[src/rtl/mc_ctrl_pkg.sv]
// Shared types and encodings for the multicycle RISC-V control unit.
// Latency: none (definitions only).
// Backpressure: none (definitions only).
package mc_ctrl_pkg;

    typedef enum logic [3:0] {
        S_FETCH,
        S_DECODE,
        S_MEM_ADR,
        S_MEM_READ,
        S_MEM_WB,
        S_MEM_WRITE,
        S_EXEC_R,
        S_EXEC_I,
        S_ALU_WB,
        S_BRANCH,
        S_JAL,
        S_TRAP,
        S_LUI,
        S_AUIPC
    } state_t;

    typedef enum logic [6:0] {
        OP_LOAD   = 7'b0000011,
        OP_STORE  = 7'b0100011,
        OP_R      = 7'b0110011,
        OP_I_ALU  = 7'b0010011,
        OP_BRANCH = 7'b1100011,
        OP_JAL    = 7'b1101111,
        OP_LUI    = 7'b0110111,
        OP_AUIPC  = 7'b0010111
    } opcode_t;

    typedef enum logic [1:0] {
        ALU_OP_ADD   = 2'b00,
        ALU_OP_SUB   = 2'b01,
        ALU_OP_FUNCT = 2'b10
    } alu_op_t;

    localparam logic [2:0] ALU_ADD = 3'b000;
    localparam logic [2:0] ALU_SUB = 3'b001;
    localparam logic [2:0] ALU_AND = 3'b010;
    localparam logic [2:0] ALU_OR  = 3'b011;
    localparam logic [2:0] ALU_XOR = 3'b100;
    localparam logic [2:0] ALU_SLT = 3'b101;

    localparam logic [2:0] IMM_I = 3'b000;
    localparam logic [2:0] IMM_S = 3'b001;
    localparam logic [2:0] IMM_B = 3'b010;
    localparam logic [2:0] IMM_J = 3'b011;
    localparam logic [2:0] IMM_U = 3'b100;

    localparam logic [1:0] TRAP_NONE    = 2'b00;
    localparam logic [1:0] TRAP_ILLEGAL = 2'b01;
    localparam logic [1:0] TRAP_TIMEOUT = 2'b10;

    localparam logic [1:0] SRC_A_PC    = 2'b00;
    localparam logic [1:0] SRC_A_OLDPC = 2'b01;
    localparam logic [1:0] SRC_A_RS1   = 2'b10;
    localparam logic [1:0] SRC_A_ZERO  = 2'b11;

    localparam logic [1:0] SRC_B_RS2  = 2'b00;
    localparam logic [1:0] SRC_B_IMM  = 2'b01;
    localparam logic [1:0] SRC_B_FOUR = 2'b10;

    localparam logic [1:0] RES_ALUOUT = 2'b00;
    localparam logic [1:0] RES_RDATA  = 2'b01;
    localparam logic [1:0] RES_ALU    = 2'b10;

endpackage

[src/rtl/mc_control_unit_alu_decoder.sv]
// ALU decoder: maps alu_op plus funct3/funct7[5]/opcode[5] to an ALU operation.
// Latency: combinational.
// Backpressure: none; flags unsupported funct3 so the FSM can trap.
module alu_decoder
    import mc_ctrl_pkg::*;
(
    input  alu_op_t    alu_op,
    input  logic [2:0] funct3,
    input  logic       funct7_5,
    input  logic       op_5,
    output logic [2:0] alu_control,
    output logic       illegal
);

    always_comb begin
        alu_control = ALU_ADD;
        illegal     = 1'b0;
        case (alu_op)
            ALU_OP_SUB: alu_control = ALU_SUB;
            ALU_OP_FUNCT: begin
                case (funct3)
                    // opcode[5] separates R-type from I-type, so addi never becomes sub
                    3'b000:  alu_control = (funct7_5 && op_5) ? ALU_SUB : ALU_ADD;
                    3'b010:  alu_control = ALU_SLT;
                    3'b100:  alu_control = ALU_XOR;
                    3'b110:  alu_control = ALU_OR;
                    3'b111:  alu_control = ALU_AND;
                    default: illegal     = 1'b1;
                endcase
            end
            default: alu_control = ALU_ADD;
        endcase
    end

endmodule

[src/rtl/mc_control_unit.sv]
// Multicycle RISC-V control FSM (Moore outputs), optional LUI/AUIPC via MC_CTRL_UPPER_IMM_EN.
// Latency: 3 (branch), 4 (R/I/store/JAL), 5 (load) cycles plus one per memory wait cycle.
// Backpressure: stalls on mem_ready_i in FETCH/MEM_READ/MEM_WRITE; traps after MEM_TIMEOUT waits.
module mc_control_unit
    import mc_ctrl_pkg::*;
#(
    parameter int INSTR_WIDTH    = 32,
    parameter int ALU_CTRL_WIDTH = 3,
    parameter int MEM_TIMEOUT    = 16
) (
    input  logic                      clk_i,
    input  logic                      rst_ni,
    input  logic [INSTR_WIDTH-1:0]    instr_i,
    input  logic                      zero_i,
    input  logic                      mem_ready_i,
    output logic                      pc_write_o,
    output logic                      adr_src_o,
    output logic                      mem_write_o,
    output logic                      ir_write_o,
    output logic [1:0]                result_src_o,
    output logic [1:0]                alu_src_a_o,
    output logic [1:0]                alu_src_b_o,
    output logic [ALU_CTRL_WIDTH-1:0] alu_control_o,
    output logic [2:0]                imm_src_o,
    output logic                      reg_write_o,
    output logic                      trap_o,
    output logic [1:0]                trap_cause_o
);

    localparam int CNT_W = (MEM_TIMEOUT < 2) ? 1 : $clog2(MEM_TIMEOUT + 1);
    localparam logic [CNT_W-1:0] LIMIT = CNT_W'((MEM_TIMEOUT > 0) ? MEM_TIMEOUT - 1 : 0);

    state_t           state;
    state_t           state_next;
    logic [CNT_W-1:0] wait_cnt;
    logic [1:0]       trap_cause_next;
    logic             in_wait;
    logic             timeout_hit;

    logic [6:0]       opcode;
    logic [2:0]       funct3;
    alu_op_t          alu_op;
    logic [2:0]       alu_ctrl;
    logic             funct_illegal;

    logic             pc_write;
    logic             mem_write;
    logic             ir_write;
    logic             reg_write;

    assign opcode = instr_i[6:0];
    assign funct3 = instr_i[14:12];

    alu_decoder u_alu_decoder (
        .alu_op      (alu_op),
        .funct3      (funct3),
        .funct7_5    (instr_i[30]),
        .op_5        (opcode[5]),
        .alu_control (alu_ctrl),
        .illegal     (funct_illegal)
    );

    assign in_wait     = (state == S_FETCH) || (state == S_MEM_READ) || (state == S_MEM_WRITE);
    // The access that would be the MEM_TIMEOUT-th consecutive not-ready cycle traps.
    assign timeout_hit = (MEM_TIMEOUT != 0) && !mem_ready_i && (wait_cnt >= LIMIT);

    always_comb begin
        state_next      = state;
        trap_cause_next = TRAP_NONE;
        pc_write        = 1'b0;
        adr_src_o       = 1'b0;
        mem_write       = 1'b0;
        ir_write        = 1'b0;
        reg_write       = 1'b0;
        result_src_o    = RES_ALUOUT;
        alu_src_a_o     = SRC_A_PC;
        alu_src_b_o     = SRC_B_RS2;
        alu_op          = ALU_OP_ADD;
        case (state)
            S_FETCH: begin
                alu_src_b_o  = SRC_B_FOUR;
                result_src_o = RES_ALU;
                if (mem_ready_i) begin
                    pc_write   = 1'b1;
                    ir_write   = 1'b1;
                    state_next = S_DECODE;
                end else if (timeout_hit) begin
                    state_next      = S_TRAP;
                    trap_cause_next = TRAP_TIMEOUT;
                end
            end
            S_DECODE: begin
                alu_src_a_o = SRC_A_OLDPC;
                alu_src_b_o = SRC_B_IMM;
                case (opcode)
                    OP_LOAD, OP_STORE: state_next = S_MEM_ADR;
                    OP_R:              state_next = S_EXEC_R;
                    OP_I_ALU:          state_next = S_EXEC_I;
                    OP_BRANCH:         state_next = S_BRANCH;
                    OP_JAL:            state_next = S_JAL;
`ifdef MC_CTRL_UPPER_IMM_EN
                    OP_LUI:            state_next = S_LUI;
                    OP_AUIPC:          state_next = S_AUIPC;
`endif
                    default: begin
                        state_next      = S_TRAP;
                        trap_cause_next = TRAP_ILLEGAL;
                    end
                endcase
            end
            S_MEM_ADR: begin
                alu_src_a_o = SRC_A_RS1;
                alu_src_b_o = SRC_B_IMM;
                state_next  = (opcode == OP_STORE) ? S_MEM_WRITE : S_MEM_READ;
            end
            S_MEM_READ: begin
                adr_src_o = 1'b1;
                if (mem_ready_i) begin
                    state_next = S_MEM_WB;
                end else if (timeout_hit) begin
                    state_next      = S_TRAP;
                    trap_cause_next = TRAP_TIMEOUT;
                end
            end
            S_MEM_WRITE: begin
                adr_src_o = 1'b1;
                mem_write = 1'b1;
                if (mem_ready_i) begin
                    state_next = S_FETCH;
                end else if (timeout_hit) begin
                    state_next      = S_TRAP;
                    trap_cause_next = TRAP_TIMEOUT;
                end
            end
            S_MEM_WB: begin
                result_src_o = RES_RDATA;
                reg_write    = 1'b1;
                state_next   = S_FETCH;
            end
            S_EXEC_R, S_EXEC_I: begin
                alu_src_a_o = SRC_A_RS1;
                alu_src_b_o = (state == S_EXEC_I) ? SRC_B_IMM : SRC_B_RS2;
                alu_op      = ALU_OP_FUNCT;
                if (funct_illegal) begin
                    state_next      = S_TRAP;
                    trap_cause_next = TRAP_ILLEGAL;
                end else begin
                    state_next = S_ALU_WB;
                end
            end
            S_ALU_WB: begin
                reg_write  = 1'b1;
                state_next = S_FETCH;
            end
            S_BRANCH: begin
                alu_src_a_o = SRC_A_RS1;
                alu_src_b_o = SRC_B_RS2;
                alu_op      = ALU_OP_SUB;
                state_next  = S_FETCH;
                case (funct3)
                    3'b000:  pc_write = zero_i;
                    3'b001:  pc_write = !zero_i;
                    default: begin
                        state_next      = S_TRAP;
                        trap_cause_next = TRAP_ILLEGAL;
                    end
                endcase
            end
            S_JAL: begin
                alu_src_a_o = SRC_A_OLDPC;
                alu_src_b_o = SRC_B_FOUR;
                pc_write    = 1'b1;
                state_next  = S_ALU_WB;
            end
`ifdef MC_CTRL_UPPER_IMM_EN
            S_LUI: begin
                alu_src_a_o = SRC_A_ZERO;
                alu_src_b_o = SRC_B_IMM;
                state_next  = S_ALU_WB;
            end
            S_AUIPC: begin
                alu_src_a_o = SRC_A_OLDPC;
                alu_src_b_o = SRC_B_IMM;
                state_next  = S_ALU_WB;
            end
`endif
            S_TRAP: state_next = S_TRAP;
            default: state_next = S_FETCH;
        endcase
    end

    always_comb begin
        case (opcode)
            OP_LOAD, OP_I_ALU: imm_src_o = IMM_I;
            OP_STORE:          imm_src_o = IMM_S;
            OP_BRANCH:         imm_src_o = IMM_B;
            OP_JAL:            imm_src_o = IMM_J;
`ifdef MC_CTRL_UPPER_IMM_EN
            OP_LUI, OP_AUIPC:  imm_src_o = IMM_U;
`endif
            default:           imm_src_o = IMM_I;
        endcase
    end

    // Write enables are forced low while reset is held so an aborted access never writes.
    assign pc_write_o    = pc_write  && rst_ni;
    assign ir_write_o    = ir_write  && rst_ni;
    assign mem_write_o   = mem_write && rst_ni;
    assign reg_write_o   = reg_write && rst_ni;
    assign alu_control_o = ALU_CTRL_WIDTH'(alu_ctrl);

    always_ff @(posedge clk_i or negedge rst_ni) begin
        if (!rst_ni) begin
            state        <= S_FETCH;
            wait_cnt     <= '0;
            trap_o       <= 1'b0;
            trap_cause_o <= TRAP_NONE;
        end else begin
            state <= state_next;
            if (state_next != state) begin
                wait_cnt <= '0;
            end else if (in_wait && !mem_ready_i && (wait_cnt != {CNT_W{1'b1}})) begin
                wait_cnt <= wait_cnt + CNT_W'(1);
            end
            if ((state_next == S_TRAP) && (state != S_TRAP)) begin
                trap_o       <= 1'b1;
                trap_cause_o <= trap_cause_next;
            end
        end
    end

endmodule

[config.mk]
export PLATFORM = sky130hd
export DESIGN_NAME = mc_control_unit
export DESIGN_NICKNAME = d
export VERILOG_FILES = /design/src/rtl/mc_ctrl_pkg.sv /design/src/rtl/mc_control_unit_alu_decoder.sv /design/src/rtl/mc_control_unit.sv
export SDC_FILE = /design/constraint.sdc
export NUM_CORES = 1
export LEC_CHECK = 0
export CAP_MARGIN = 30
export CORE_MARGIN = 2
export CORE_UTILIZATION = 39
export DETAILED_ROUTE_END_ITERATION = 8
export PLACE_DENSITY_LB_ADDON = 0.08
export SETUP_SLACK_MARGIN = 0.05
export SYNTH_ARGS = -nofsm -noshare
export SYNTH_HDL_FRONTEND = slang
export SYNTH_SLANG_ARGS = --single-unit
[constraint.sdc]
create_clock -name clk_i -period 2.2 [get_ports clk_i]
set_clock_uncertainty 0.1 [all_clocks]
set_input_delay 0.44 -clock clk_i [delete_from_list [all_inputs] [get_ports clk_i]]
set_output_delay 0.44 -clock clk_i [all_outputs]
set_load 0.02 [all_outputs]
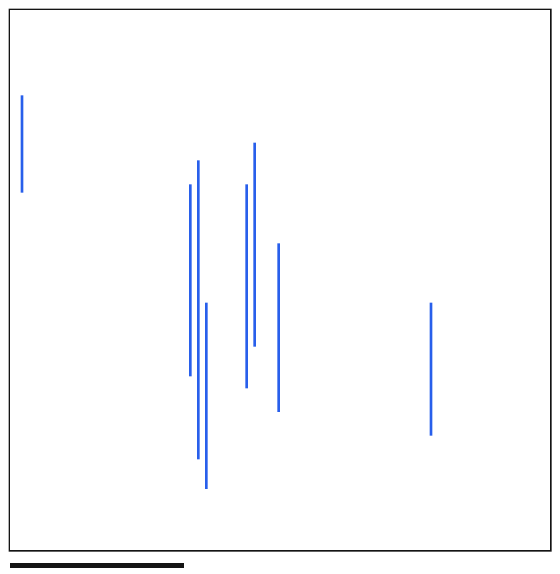
**Above:** run 1 (signal wires on met4).
Bar = 20 microns.
The wires run mostly vertical. The layer holds 3.6% of the routed length.
total wire length after detailed routing: 4690 microns
Via Count: 1,652

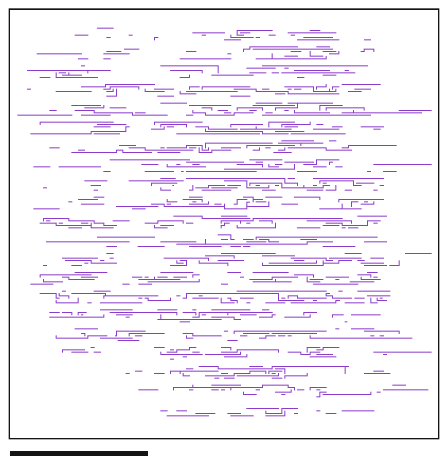
**Above:** run 1 (metal 1).
Bar = 20 microns.
The layer holds 41% of the routed length. The wires run mostly horizontal. The layer carries 1,910 microns of wire. 258 nets have wire on it. The longest straight run is 18.9 microns.
met1 GRT Util: 27.00%

==> run summary, run 1 <==
Implementation numbers.

- The final weighted congestion in routability-driven placement is 0.8931.
- The class of the tightest hold or removal check is reg2reg.
- In the final report, the number of pins over their slew limit comes to 0.
- The placed cell area is 0.002046 sq mm.
- Entering global routing, the biggest net connects 15 pins.
- For reference, compound AND-OR and OR-AND cells occupy 19.58% of the area reported after synthesis.
- In the final design database the tool counted 308 nets.
- The registers of the reported paths see a clock transition of 0.07 ns.
- The warning count from the yosys run is 0.
- The floorplan utilization is 39.89%.
- The clock insertion delay at the later pin of the skew report is 0.26 ns.
- For this sky-water flow run, the detailed-routed wirelength per cell is reported as 15.08 microns.
- The portion of synthesized area spent on multiplexers is 0.7641%.
- Counting flops and latches in the post-synthesis netlist gives 12.
- Looking at the cell usage after synthesis, the top flip-flop cell is dfrtp_1.
- The synthesized netlist devotes 5.349% of its cell area to XOR and XNOR gates.
- At floorplan, the net count of the design was reported as 214.
- For this design the top-level I/O count stands at 56.
- The power report puts the leakage power at 1.106 nW.
- The count of final setup violators is 8.
- The checks that failed: negative setup slack.
- The total clock sinks is 12.
- The number of global-route vias before repair is 1,564.
- The cell area after technology mapping is 0.001310 sq mm.
- 0 antenna diodes ended up in the layout.
- The worst setup margin is -0.2155 ns.
- In the final layout, flip-flops and latches occupy 304.0 sq um.
- The number of detailed-routing iterations run before antenna repair is 4.
- The die outline width is 61.96 microns.
- Power spread over the standard cell area amounts to 1213 mW/mm^2.
- The TritonCTS clock tree is yes.
- The run finished, with violations left.
- The final hold violation count is 0.
- The first global-routing pass estimated 6699 microns of wire.
- The async set-reset flop share out of synthesis is 100.0%.
- Looking at the clock tree report, the maximum root-to-sink buffer count equals 2.
- Per the OpenROAD floorplan log, the area of the die is 0.003838 sq mm.
- STA classifies the critical path startpoint as a register.
- Including well taps, the total number of placed cells is 292.
- The analysis reports a worst IR drop on VDD of 0.0007673 V.
- The count of mapped cells out of synthesis is 172.
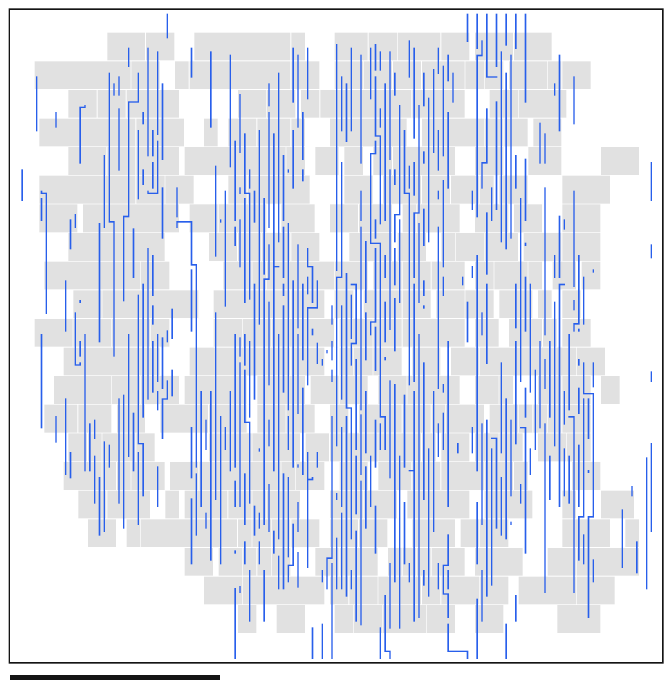
**Above:** run 1 (the metal 2 layer).
Bar = 20 microns.
The layer holds 52% of the routed length. The wires run mostly vertical. The longest straight run is 32.0 microns. The layer carries 2,450 microns of wire.
M2 GR Usage: 41.67%

[run 1: state kept, by name (all words and copies together) (netlist names)]
name	flops
trap_cause_o	2
state	4
trap_o	1
wait_cnt	5
[run 1: critical path, cell delays in order, from the launching register on]
cell and delay [ns]:
dfrtp_2 0.47, nor2b_2 0.17, nand2_2 0.10, inv_1 0.09
ha_2 0.18, buf_4 0.11, nand4_1 0.18, o211ai_1 0.17
and4bb_4 0.23, or3_4 0.34, a21o_1 0.17
[run 1: logic make-up (layout without fill, tap and decap cells)]
logic type	Yosys count	after routing
simple gates	85	85
other cells	1	1
fa+ha+maj	6	6
mux	1	1
xor+xnor	8	8
compound gates	38	38
buf+inv	21	114
flops	12	12
[run 1: per-layer routing]
layer | routed length (microns) | GRT usage (%)
met1 | 1912 | 27.00
met2 | 2445 | 41.67
met3 | 163 | 2.899
met4 | 167 | 11.55
met5 | 0 | 0
[run 1: metrics by stage]
step	setup WS, ns	hold slack (ns)
after global placement	-0.4650	0.3515
after CTS	-0.1679	0.3703
after global routing	-0.2684	0.3907
after detailed placement	-0.5314	0.3507
final	-0.2155	0.3631
after floorplan	-0.1187	0.04441
[run 1: final cells by class]
type	count	share of cell area, %
flip-flops and latches	12	12.41
inverters	10	1.532
well taps	46	2.349
repair buffers	100	33.81
clock buffers	4	1.481
multi-input cells	139	48.42
[run 1: Yosys cell counts, drive strengths merged, types with 2 or more instances]
| cell type | instances | area [sq um] |
|---|---|---|
| nor2 | 21 | 78.83 |
| a21o | 2 | 15.01 |
| ha | 6 | 75.07 |
| nand3 | 7 | 35.03 |
| nand4 | 2 | 12.51 |
| nand4b | 2 | 17.52 |
| nand2b | 2 | 12.51 |
| nand2 | 10 | 37.54 |
| clkbuf | 4 | 15.01 |
| xnor2 | 3 | 26.28 |
| and4 | 2 | 17.52 |
| or2 | 2 | 12.51 |
| or3 | 3 | 23.77 |
| nor4 | 3 | 18.77 |
| inv | 9 | 33.78 |
| and3 | 4 | 25.02 |
| buf | 7 | 48.79 |
| nor3 | 11 | 55.05 |
| a211oi | 2 | 15.01 |
| dfrtp | 12 | 300.3 |
| a211o | 3 | 26.28 |
| nor2b | 4 | 25.02 |
| a21oi | 9 | 45.04 |
| nor4b | 2 | 32.53 |
| nor3b | 2 | 15.01 |
| o21ai | 7 | 35.03 |
| o22a | 2 | 17.52 |
| nand3b | 3 | 22.52 |
| xor2 | 5 | 43.79 |
[run 1: power breakdown]
group	total [mW]	internal (mW)	switching, mW
Combinational	2.43	1.22	1.21
Sequential	0.374	0.296	0.0783
Clock	0.166	0.100	0.0655
[run 1: path summary, 6_finish.rpt]
check / startpoint / endpoint / slack, ns / depth (start not counted)
max reg2reg: state[3] / trap_cause_o[1] / -0.22 / 10
min: trap_o / trap_o / 0.36 / 1
max: state[3] / trap_cause_o[1] / -0.22 / 10
min reg2reg: trap_o / trap_o / 0.36 / 1
max in group asynchronous: rst_ni / state[1] / 1.27 / 2
min in group asynchronous: rst_ni / state[2] / 0.57 / 2
[run 1: what timing repair did]
item / in CTS / in global routing
buffers inserted: 8 / 8
resized: 99 / 46
pin swaps: 19 / 18
endpoints found under the setup margin: 26 / 23
hold buffers: 0 / 0
**Run 1: the metal 3 layer**

Bar = 20 microns.
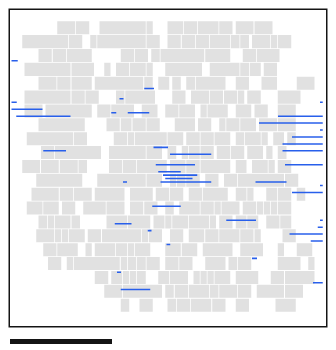

==> run 2, diff against run 1 <==
CORE_UTILIZATION = 43   (was 39)
clock period = 2.4 ns   (was 2.2 ns; I/O delays follow)
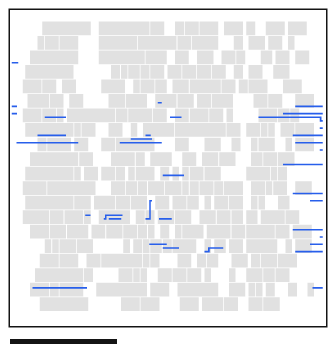
**Above:** run 2 (the metal 3 layer).
Bar = 20 microns.
30 nets have wire on it. The longest straight run is 11.5 microns. The layer carries 136 microns of wire.
total wire length after detailed routing: 4431 microns
Via Count: 1,656
global-route met3 utilization: 1.310%

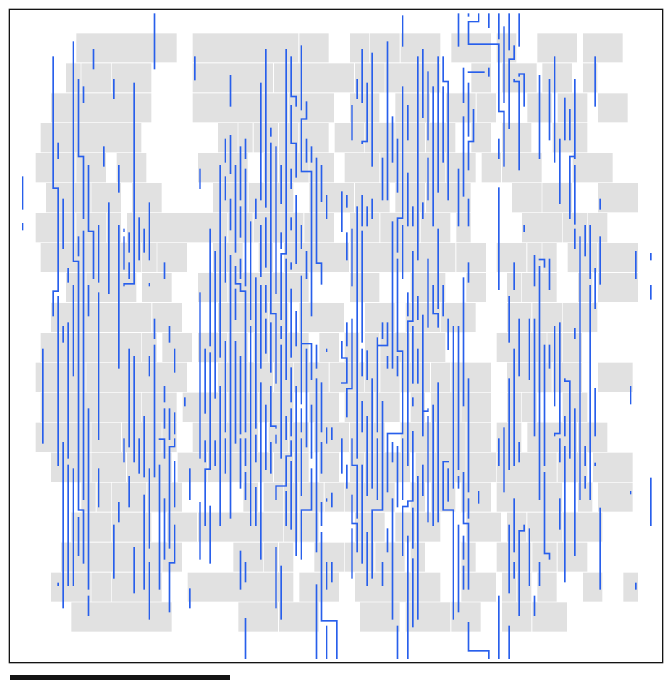
**Above:** run 2 (the metal 2 layer).
Bar = 20 microns.
The wires run mostly vertical. The longest straight run is 24.3 microns.
M2 GR Usage: 45.21%

==> run summary, run 2 <==
Implementation numbers.

- The I/O pin total is 56 (unchanged).
- The design internal power is 1.392 mW (-14%).
- The checks that failed: negative setup slack.
- The final weighted congestion in routability-driven placement came to 0.9323 (+4.4%).
- The worst voltage drop across the vdd grid is 0.0008680 V (+13%).
- The master of the slowest instance on the critical path is or4b_4.
- The worst register-to-register path ends at trap_cause_o[0].
- The sum of negative setup slack is -0.04870 ns.
- The stage delay of the slowest cell on the critical path is 0.49 ns (+0.02 ns).
- The worst setup margin is -0.02489 ns (+0.1906 ns).
- The dominant register cell in the synthesized netlist is dfrtp_1.
- The placed cell area is 0.002042 sq mm (-0.18%).
- The cell area power density is 1134 mW/mm^2 (-6.5%).
- The number of flip-flops in the largest register is 5 (unchanged).
- The clock transition at the registers of the reported paths is 0.08 ns (about the same).
- The count of placed standard cells including taps is 281 (-3.8%).
- The kind of cell adding the most delay to the critical path is simple AND/OR/NAND/NOR gates.
- For reference, the top cells by area after synthesis are dfrtp_1 23%, nor2_1 6.0%, ha_1 5.7%.
- The final net count is 300 (-2.6%).
- The warning count from the yosys run is 0 (unchanged).
- The path class of the tightest hold or removal check is reg2reg.
- The die outline width is 59.20 microns (-4.5%).
- The floorplan utilization is 43.99% (+4.1 points).
- The number of detailed-routing iterations run before antenna repair came to 4 (unchanged).
- The clock group share of total power is 6.0% (+0.4 points).
- TritonCTS built the clock tree.
- The total clock sinks came to 12 (unchanged).
- In the final layout, the registers with the most flip-flops are wait_cnt (5), state (4), trap_cause_o (2).
- The global router reports that the layer with the highest usage is met2.
- The combinational share of power is 81.7% (about the same).
- The buffer depth of the longest clock path was 2 (unchanged).
- The logic depth of the worst path, buffers included is 7 (-3).
- The largest area contributor in the synthesized netlist is dfrtp_1.
- The global-route track usage on met1 is 33.06% (+6.1 points).
- The average detailed-routed wire length per instance is 15.28 microns (+1.3%).
- The setup slack of the worst register-to-register path came to -0.02 ns (+0.19 ns).
- The standby leakage power is 1.047 nW (-5.3%).
- The async set-reset flop share out of synthesis is 100.0% (unchanged).
- The number of max-slew violations in the final report is 0 (unchanged).
- The count of final setup violators is 2 (-6).
- The final hold violation count came to 0 (unchanged).
- The finished layout holds 290 standard cells, fillers aside.
- The number of diodes was 0 (unchanged).
- The flop and latch count out of synthesis came to 12 (unchanged).
- The launch point of the critical path was reported as state[3].
- The clock insertion delay at the later pin of the skew report is 0.27 ns (about the same).
- The pin count of the biggest net entering global routing is 18 (+3).
- The count of mapped cells out of synthesis is 172 (unchanged).
- For reference, the critical path cell chain is buf_6 -> nor4b_4 -> or4b_4 -> o211ai_1 -> and4bb_4 -> or3_4 -> a21o_1.
- The total buffers and inverters traversed by the critical path came to 1 (-1).
- The net count after synthesis is 214 (unchanged).
- The sequential power share is 12.3% (-0.3 points).
- The critical path launch point type is a register.
- The top-area cell type share of the netlist area is 22.92% (unchanged).
- The fraction of power spent switching nets is 46.78% (+1.1 points).
- The pre-CTS worst setup slack was -0.4277 ns (+0.1037 ns).
- The flow ran to the end, but the final reports show violations.
- The cell area after technology mapping is 0.001310 sq mm (unchanged).
- The full die area is 0.003504 sq mm (-8.7%).
- The global-route wire length before repair was 7038 microns (+5.1%).
- The last element of the critical path is trap_cause_o[0].
- The register with the most flip-flops is wait_cnt.
[run 2: cell counts after synthesis]
No cell type changed its count.
[run 2: how the worst min path moves through the flow]
stage           start  endpoint  depth (start not counted)
2_1_floorplan  rst_ni  state[0]                          0
3_3_place_gp   trap_o    trap_o                          1
3_5_place_dp   trap_o    trap_o                          1
4_1_cts        trap_o    trap_o                          1
5_1_grt        trap_o    trap_o                          1
6_report       trap_o    trap_o                          1
[run 2: cell families after synthesis]
logic type      synth area share (%)
compound gates                 19.58
fa+ha+maj                      5.731
other cells                   0.2863
flops                          22.92
xor+xnor                       5.349
buf+inv                        7.735
mux                           0.7641
simple gates                   37.63
[run 2: timing repair]
action | CTS | global route
cloned | 0 | 0
setup buffers | 3 | 3
resized | 41 | 51
hold buffers | 0 | 0
pin swaps | 4 | 16
setup endpoints to repair | 24 | 21
[run 2: layer usage]
metal	part of all wire (%)	wire, microns
met5	0	0
met1	44	1957
met2	51	2253
met3	3.1	136
met4	1.9	85
[run 2: area by class of cell]
class / instances / area [sq um]
well taps: 33 / 41.29
repair buffers: 92 / 767.0
clock buffers: 4 / 36.28
inverters: 10 / 37.54
multi-input cells: 139 / 1121
flip-flops and latches: 12 / 302.8
fillers: 225 / 671.9
[run 2: metrics by stage]
step	hold WS (ns)	utilization [%]
6_report	0.3676	77.44
3_5_place_dp	0.3494	68.57
2_1_floorplan	0.08441	-
5_1_grt	0.3849	77.44
4_1_cts	0.3712	71.34
3_3_place_gp	0.3509	68.57
[run 2: power by group through the flow]
stage	sequential (mW)	combinational (mW)	clock, mW
5_1_grt	0.326	2.28	0.173
4_1_cts	0.321	1.80	0.164
6_report	0.321	2.14	0.158
3_5_place_dp	0.326	1.75	0
2_1_floorplan	0.335	0.946	0
3_3_place_gp	0.324	1.72	0
==> run 3, diff against run 2 <==
CAP_MARGIN = not set   (was 30)
CORE_MARGIN = not set   (was 2)
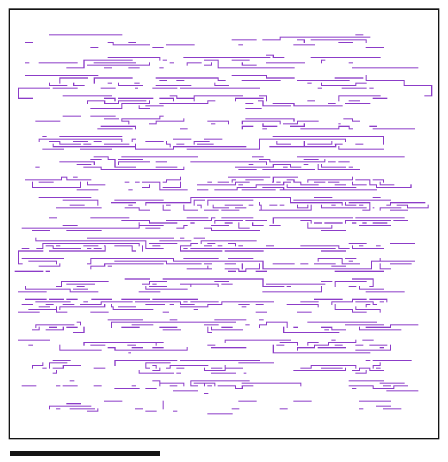
**Above:** run 3 (metal 1).
Bar = 20 microns.
255 nets have wire on it. The longest straight run is 19.3 microns. The layer carries 2,060 microns of wire. The layer holds 42% of the routed length.
Via Count: 1,660
met1 GRT Util: 36.30%
total wire length after detailed routing: 4905 microns

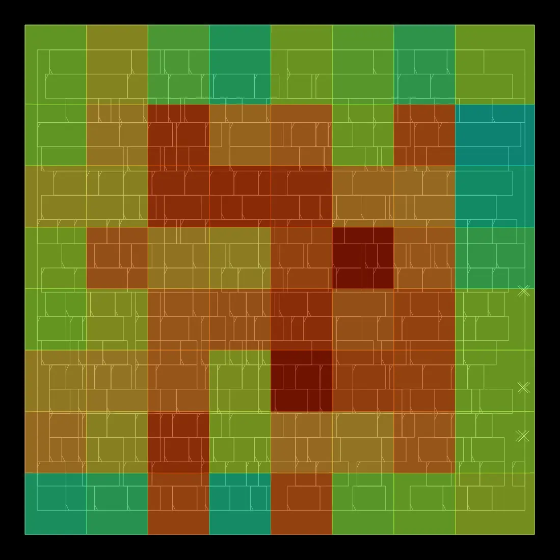
**Above:** run 3 (routing congestion map).
global-route usage over all layers: 30.37%
most crowded layer after global routing: met2
detailed-route wire length per cell: 16.74 microns

==> run summary, run 3 <==
Implementation numbers.

- After detailed routing, the number of remaining DRC violations is 6.
- The buffer depth of the longest clock path is 2 (unchanged).
- The master of the slowest instance on the critical path is clkdlybuf4s50_1.
- The I/O pin total was 56 (unchanged).
- The cell area power density is 1174 mW/mm^2 (+3.5%).
- The final reports fail on design-rule violations, negative setup slack.
- The count of final setup violators is 1 (-1).
- The final weighted congestion in routability-driven placement is 0.9382 (+0.63%).
- The global-route wire length before repair came to 7659 microns (+8.8%).
- The number of diodes was 0 (unchanged).
- The number of flip-flops in the largest register was 5 (unchanged).
- The synthesis report lists the most area-consuming cells as dfrtp_1 23%, nor2_1 6.0%, ha_1 5.7%.
- The worst voltage drop across the vdd grid was 0.0008360 V (-3.7%).
- The clock transition at the registers of the reported paths is 0.07 ns (about the same).
- Signal routing reaches up to met4.
- The die outline width came to 57.20 microns (-3.4%).
- The kind of cell adding the most delay to the critical path is simple AND/OR/NAND/NOR gates.
- The warning count from the yosys run came to 0 (unchanged).
- The routed length on met2 is 2473 microns (+9.8%).
- The full die area is 0.003271 sq mm (-6.6%).
- TritonCTS built the clock tree.
- The setup slack of the worst register-to-register path is -0.04 ns (-0.02 ns).
- The worst setup margin is -0.04674 ns (-0.02186 ns).
- The floorplan utilization is 46.31% (+2.3 points).
- The number of detailed-routing iterations run before antenna repair is 6 (+2).
- The final net count is 305 (+1.7%).
- The routed wire length on met3 is 251 microns (+85%).
- The count of mapped cells out of synthesis is 172 (unchanged).
- The total clock sinks came to 12 (unchanged).
- The top-area cell type share of the netlist area is 22.92% (unchanged).
- The endpoint identified for the worst register-to-register timing path is trap_cause_o[0].
- The dominant register cell in the synthesized netlist is dfrtp_1.
- The final instance count without filler cells is 293 (+1.0%).
- The pin count of the biggest net entering global routing is 12 (-6).
- The async set-reset flop share out of synthesis was 100.0% (unchanged).
- The number of buffers inserted for hold repair after clock tree synthesis is 0 (unchanged).
- For reference, the critical path is launched at instr_i[1].
- The share of the core filled with cells is 82.84% (+5.4 points).
- The net count after synthesis was 214 (unchanged).
- The flow ran to the end, but the final reports show violations.
## run 3: netlist changes by cell type in the layout (fill, tap and decap cells not counted), sizes merged
cell / change
buf: +7
clkdlybuf4s15: -2
dlygate4sd1: +1
dlygate4sd2: -1
## run 3: worst min path at each step
stage | cells after the start | slack, ns | from | end
6_report | 1 | 0.36 | trap_o | trap_o
5_1_grt | 1 | 0.41 | trap_o | trap_o
4_1_cts | 1 | 0.37 | trap_o | trap_o
3_5_place_dp | 1 | 0.35 | trap_o | trap_o
3_3_place_gp | 1 | 0.35 | trap_o | trap_o
2_1_floorplan | 0 | 0.08 | rst_ni | state[0]
## run 3: cells by family after synthesis
logic type	count (synthesis)	share of synthesized area, %
buffers and inverters	21	7.735
XOR/XNOR	8	5.349
AND-OR/OR-AND	38	19.58
AND/OR/NAND/NOR	85	37.63
flip-flops	12	22.92
other	1	0.2863
adder cells (fa/ha/maj)	6	5.731
multiplexers	1	0.7641
## run 3: stage by stage
step	setup WS [ns]	instance area (sq um)	TNS [ns]	hold slack (ns)
global placement	-0.4085	2062	-4.210	0.3470
floorplan	0.06090	1319	0	0.08441
global route	-0.1420	2344	-0.3750	0.4108
CTS	-0.04749	2200	-0.07215	0.3710
detailed placement	-0.4471	2062	-4.630	0.3541
finish	-0.04674	2344	-0.04674	0.3637
## run 3: area by class of cell
cell class | instances | area (sq um)
inverter | 10 | 37.54
sequential | 12 | 301.5
timing repair buffer | 97 | 780.7
tap | 31 | 38.79
fill | 177 | 485.5
clock buffer | 4 | 36.28
multi-input combinational | 139 | 1149
## run 3: what timing repair did
item | in CTS | in global routing
setup buffers | 5 | 2
pin swaps | 8 | 10
resized | 63 | 40
endpoints found under the setup margin | 24 | 21
## run 3: where the power goes
| part | total (mW) | switching (mW) | internal, mW |
|---|---|---|---|
| Sequential | 0.319 | 0.0506 | 0.269 |
| Combinational | 2.27 | 1.20 | 1.07 |
| Clock | 0.160 | 0.0681 | 0.0924 |
| Total | 2.75 | 1.32 | 1.43 |
## run 3: per-layer routing
layer  track usage [%]  vias up
li1                  -      802
met1             36.30      790
met2             55.13       56
met3             5.215       12
met4             9.756        0
met5                 0        -
Power figures rest on the tool's default switching activity, not on a simulated workload.
